===== src/rtl/lookahead_subtractor_seq_pkg.sv =====
// ============================================================================
// Module  : lookahead_subtractor_seq_pkg
// Brief   : Shared types and constants for the sequential lookahead subtractor.
// Revision: 1.0
// ============================================================================
`default_nettype none

package lookahead_subtractor_seq_pkg;

    localparam int C_W_DEF = 5;
    localparam int C_N_MIN = 2;
    localparam int C_N_MAX = C_W_DEF;
    localparam int C_K_W   = 3;

    typedef enum logic [1:0] {
        IDLE = 2'd0,
        BUSY = 2'd1,
        DONE = 2'd2
    } state_t;

endpackage

`default_nettype wire


===== src/rtl/lookahead_subtractor_seq_partial_full_subtractor.sv =====
// ============================================================================
// Module  : partial_full_subtractor
// Brief   : One bit of a - b - bin with borrow generate/propagate terms.
// Revision: 1.0
// ============================================================================
`default_nettype none

module partial_full_subtractor (
    input  logic a,
    input  logic b,
    input  logic bin,
    output logic d,
    output logic g,
    output logic p
);

    assign g = ~a & b;
    assign p = ~(a ^ b);
    assign d = a ^ b ^ bin;

endmodule

`default_nettype wire


===== src/rtl/lookahead_subtractor_seq.sv =====
// ============================================================================
// Module  : lookahead_subtractor_seq
// Brief   : Multi-cycle a - b - bi over an active width n, one borrow stage per
//           clock. Define SUB_OVF_EN to build signed-overflow detection.
// Revision: 1.0
// ============================================================================
`default_nettype none

module lookahead_subtractor_seq
    import lookahead_subtractor_seq_pkg::*;
#(
    parameter int W     = C_N_MAX,
    parameter int N_MIN = C_N_MIN
) (
    input  logic         clk,
    input  logic         rst,
    input  logic         start,
    input  logic [2:0]   n,
    input  logic [W-1:0] a,
    input  logic [W-1:0] b,
    input  logic         bi,
    output logic         busy,
    output logic         done,
    output logic         err,
    output logic [W-1:0] diff,
    output logic         bo,
    output logic         ovf
);

    localparam logic [2:0] c_n_lo = 3'(N_MIN);
    localparam logic [2:0] c_n_hi = 3'(W);

    state_t             r_state;
    state_t             w_state_nxt;
    logic [2:0]         r_n;
    logic [W-1:0]       r_a;
    logic [W-1:0]       r_b;
    logic               r_borrow;
    logic [C_K_W-1:0]   r_k;
    logic [W-1:0]       r_diff;
    logic               r_bo;
    logic               r_err;

    logic [W-1:0]       w_mask;
    logic               w_legal;
    logic [W-1:0]       w_d;
    logic [W-1:0]       w_g;
    logic [W-1:0]       w_p;
    logic               w_borrow_nxt;
    logic               w_last;

    always_comb begin
        w_mask = '0;
        for (int i = 0; i < W; i++) begin
            w_mask[i] = (3'(i) < n);
        end
    end

    assign w_legal = (n >= c_n_lo) && (n <= c_n_hi);

    // Every bit sees the running borrow; only stage k's terms are consumed.
    for (genvar gi = 0; gi < W; gi++) begin : g_pfs
        partial_full_subtractor u_pfs (
            .a   (r_a[gi]),
            .b   (r_b[gi]),
            .bin (r_borrow),
            .d   (w_d[gi]),
            .g   (w_g[gi]),
            .p   (w_p[gi])
        );
    end

    assign w_borrow_nxt = w_g[r_k] | (w_p[r_k] & r_borrow);
    assign w_last       = (r_k == r_n - 3'd1);

    always_comb begin
        w_state_nxt = r_state;
        busy        = 1'b0;
        done        = 1'b0;
        case (r_state)
            IDLE: begin
                if (start) begin
                    w_state_nxt = w_legal ? BUSY : DONE;
                end
            end
            BUSY: begin
                busy = 1'b1;
                if (w_last) begin
                    w_state_nxt = DONE;
                end
            end
            DONE: begin
                done        = 1'b1;
                w_state_nxt = IDLE;
            end
            default: w_state_nxt = IDLE;
        endcase
    end

    always_ff @(posedge clk) begin
        if (rst) begin
            r_state  <= IDLE;
            r_n      <= '0;
            r_a      <= '0;
            r_b      <= '0;
            r_borrow <= 1'b0;
            r_k      <= '0;
            r_diff   <= '0;
            r_bo     <= 1'b0;
            r_err    <= 1'b0;
        end else begin
            r_state <= w_state_nxt;
            case (r_state)
                IDLE: begin
                    if (start) begin
                        r_diff <= '0;
                        r_bo   <= 1'b0;
                        r_err  <= ~w_legal;
                        if (w_legal) begin
                            r_n      <= n;
                            r_a      <= a & w_mask;
                            r_b      <= b & w_mask;
                            r_borrow <= bi;
                            r_k      <= '0;
                        end
                    end
                end
                BUSY: begin
                    r_diff[r_k] <= w_d[r_k];
                    r_borrow    <= w_borrow_nxt;
                    r_k         <= r_k + {{(C_K_W-1){1'b0}}, 1'b1};
                    if (w_last) begin
                        r_bo <= w_borrow_nxt;
                    end
                end
                default: ;
            endcase
        end
    end

`ifdef SUB_OVF_EN
    logic r_ovf;

    // Overflow is the carry-in vs carry-out disagreement at the sign bit.
    always_ff @(posedge clk) begin
        if (rst) begin
            r_ovf <= 1'b0;
        end else if (r_state == IDLE && start) begin
            r_ovf <= 1'b0;
        end else if (r_state == BUSY && w_last) begin
            r_ovf <= r_borrow ^ w_borrow_nxt;
        end
    end

    assign ovf = r_ovf;
`else
    assign ovf = 1'b0;
`endif

    assign err  = r_err;
    assign diff = r_diff;
    assign bo   = r_bo;

endmodule

`default_nettype wire


===== config.mk =====
export PLATFORM = sky130hd
export DESIGN_NAME = lookahead_subtractor_seq
export DESIGN_NICKNAME = d
export VERILOG_FILES = /design/src/rtl/lookahead_subtractor_seq_pkg.sv /design/src/rtl/lookahead_subtractor_seq_partial_full_subtractor.sv /design/src/rtl/lookahead_subtractor_seq.sv
export SDC_FILE = /design/constraint.sdc
export NUM_CORES = 1
export LEC_CHECK = 0
export ABC_AREA = 0
export CORE_MARGIN = 2
export CORE_UTILIZATION = 58
export CTS_BUF_LIST = sky130_fd_sc_hd__clkbuf_4 sky130_fd_sc_hd__clkbuf_8
export DETAILED_ROUTE_END_ITERATION = 12
export PLACE_DENSITY = 0.87
export SLEW_MARGIN = 10
export SYNTH_ARGS = -nofsm -noshare
export SYNTH_HDL_FRONTEND = slang
export SYNTH_HIERARCHICAL = 1
export SYNTH_SLANG_ARGS = --single-unit

===== constraint.sdc =====
create_clock -name clk -period 3.5 [get_ports clk]
set_input_delay 0.35 -clock clk [delete_from_list [all_inputs] [get_ports clk]]
set_output_delay 0.35 -clock clk [all_outputs]
set_load 0.01 [all_outputs]

**Signal metal coverage by tile**

11 x 11 tiles, from black (low) to pale yellow (high), scaled to the fullest tile. Values are wire area over tile area, all layers added.
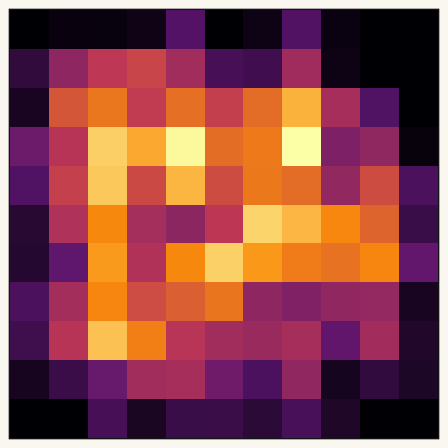
- densest ninth of the die: middle
- mean over tiles: 0.17
- tiles over half the peak: 33%
- fullest tile: 0.43

**Placement view**

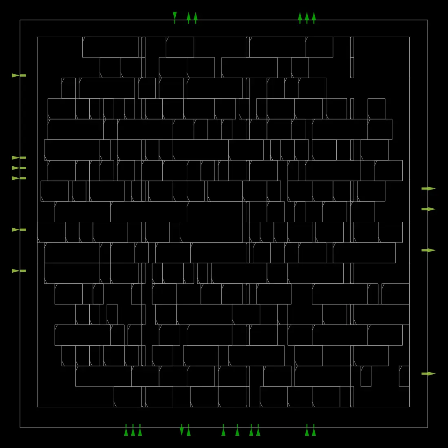
registers: 26
Core ar.: 2410 µm²
# Taps: 30

**Register map, names as in the netlist**

Other sequential cells in the stronger grey, the rest of the logic in the fainter grey.
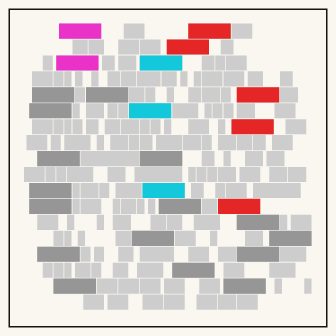
- magenta: r_state (flops 2)
- cyan: r_k (flops 3)
- red: diff (flops 5)
- not coloured: 16

==> impl_metrics.json <==
{
  "bufAreaShareNonClock_pct": 15.4,
  "clock-root-buffer": "clkbuf_4",
  "avgSynthCellArea_um2": 9.26,
  "slew_headroom_pct": 64.0,
  "fillerInstances": 197,
  "cp_top_family": "buffers and inverters",
  "initCoreUtil_pct": 60.0,
  "p_clk_share_pct": 21.0,
  "hold_slack_ps": 467,
  "grt_max_degree": 15,
  "critPathMaxFanout": 9,
  "wl_met2_um": 1620,
  "status": "completed",
  "grt_pass1_wl_um": 5040,
  "antenna_found_initial": 0,
  "top_area_share_pct": 36.0,
  "synth-main-ff-cell": "dfxtp_1",
  "yosysChipArea_um2": 1450,
  "grt_util_met3_pct": 3.06,
  "port_buffers": 25,
  "fmax_mhz": 494,
  "skew_ps": 2.80,
  "edf_count": 0,
  "yosys_warnings": 6,
  "n_all_inverters": 10,
  "lay_top_count": "dfxtp_1",
  "comb_area_share_pct": 48.8,
  "clkCellAreaFrac_pct": 1.31,
  "grt-ovfl-total": 0,
  "drt_iter0_drc": 19,
  "syn2layout_area_growth_pct": 19.4,
  "pwr.group.clock_w": 0.000122,
  "fp-row-count": 18,
  "logic_area_um2": 842,
  "setup_ws_ps": 1480,
  "p_seq_w": 0.000325,
  "path_clk_slew_ps": 120,
  "grtUsageMet2_pct": 44.5,
  "path_cells": "nand2b_1 -> inv_1 -> clkdlybuf4s50_1",
  "hold_viol_final": 0,
  "top_usage_layer": "met2",
  "synth_area_um2": 1450,
  "buffers_excl_clock": 27,
  "fp_nets": 180,
  "yosysUniqueCellTypes": 44,
  "critPathArrivalTime_ps": 1670,
  "warning_count": 26,
  "finalCritPeriodShare_pct": 57.8,
  "critPathMaxStageDelay_ps": 590,
  "fin_nets": 204,
  "r2r_start": "r_k[0]",
  "required_ps": 3150,
  "pwr-share-comb_pct": 23.2,
  "r2r_slack_ps": 1730,
  "synthTopCellsByCount": "26 x dfxtp_1, 13 x a21oi_1, 11 x nand2_1",
  "place_ws_ps": 1480,
  "yosysMostFrequentCell": "dfxtp_1",
  "ys_ff": 26,
  "ys_async_sr_fraction_pct": 0,
  "num_antenna_cells": 0,
  "setup_viol": 0,
  "hold_buffers": 0,
  "first_global_vias": 1146,
  "cts_tree": "done",
  "ios": 27,
  "wl_per_cell_um": 14.9,
  "drtAntennaViolNets": 0,
  "p_sw_share_pct": 28.4,
  "final_cells": 208,
  "period_minus_slack_ps": 2020,
  "maxPowerGroup": "sequential cells",
  "m1WireLength_um": 1310,
  "dp_hpwl_um": 2390,
  "clock_latency_ps": 310,
  "intPower_w": 0.000416,
  "postCtsSetupBuffers": 0,
  "track_usage_pct": 24.2,
  "hold_path_depth": 2,
  "remaining_drc_errors": 0,
  "path_class": "flop to output port",
  "tightest_slew_ps": 538,
  "dieArea_um2": 2910,
  "ys_cells": 156,
  "worst-path-buf-inv": 2,
  "cp-end-kind": "output port",
  "synthTopCellsByArea": "dfxtp_1 36%, ha_1 6.1%, mux2i_1 4.8%",
  "biggestCellCategory": "combinational gates",
  "holdPathEnd": "r_a[1]",
  "lay_top_cells": "26 x dfxtp_1, 25 x clkdlybuf4s50_1, 13 x a21oi_1, 11 x nand2_1",
  "place_area_um2": 1700,
  "wl_met3_um": 121,
  "crit-reg2reg-capture": "r_borrow",
  "cp-start-kind": "flop",
  "hold_start": "r_a[1]",
  "seqCellArea_um2": 520,
  "tns_ps": 0,
  "p_leak_nw": 0.626,
  "logic_gate_count": 112,
  "powerDensity_nw_per_um2": 337,
  "vias_per_cell": 5.78,
  "power.total_w": 0.000582,
  "pwr-share-seq_pct": 55.8,
  "ff2ff_path_depth": 4,
  "syn_inst": 156,
  "ctsResizeCount": 0,
  "slew_viol_final": 0,
  "numCtsBuffers": 3,
  "gr-usage-met1_pct": 29.0,
  "p_switching_w": 0.000165,
  "vdd_drop_max_mv": 0.333,
  "top_area_cell": "dfxtp_1",
  "utilization_pct": 71.6,
  "seq_area_share_pct": 30.2,
  "maxCapViolCount": 0,
  "die_width_um": 53.9,
  "grt_setup_unrepaired": "false"
}
**Signal wires on met3**

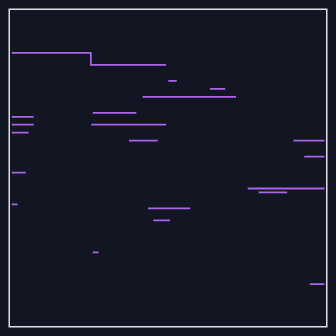
- share of all routed wire: 3.9%
- longest straight run: 15.6 µm
DR vias: 1203
Routed WL: 3100 µm

**Port wiring**

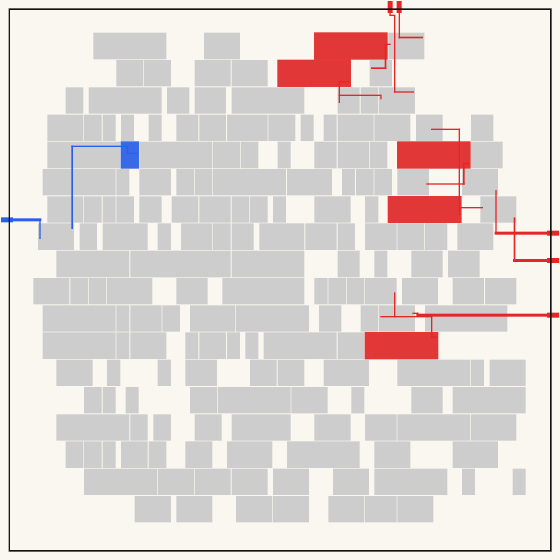
- blue: bi (direction input; edge left; end cells 1; wire 19.7 µm)
- red: diff (direction output; edge 3 right, 2 top; end cells 5; wire 86.4 µm)

## sequential cells by signal (all words and copies together), names as in the netlist
name	count
diff	5
bo	1
r_n	3
r_b	5
r_state	2
err	1
r_a	5
r_k	3
r_borrow	1
## worst max-delay path by stage
stage | from | end | slack (ps) | depth (start not counted)
finish | r_state[1] | busy | 1480 | 3
global placement | start | diff[3] | 1530 | 5
floorplan | r_a[3] | diff[1] | 1930 | 6
CTS | r_state[1] | busy | 1470 | 3
detailed placement | rst | r_k[2] | 1480 | 5
global route | r_state[1] | busy | 1400 | 3
## logic make-up after synthesis
logic type	Yosys count	share of synthesized area, %
buf+inv	18	5.71
other cells	1	0.259
mux	8	6.41
simple gates	48	19.3
xor+xnor	9	7.71
fa+ha+maj	7	6.06
compound gates	39	18.5
flops	26	36.0
Power is estimated from default activity; no workload was simulated.
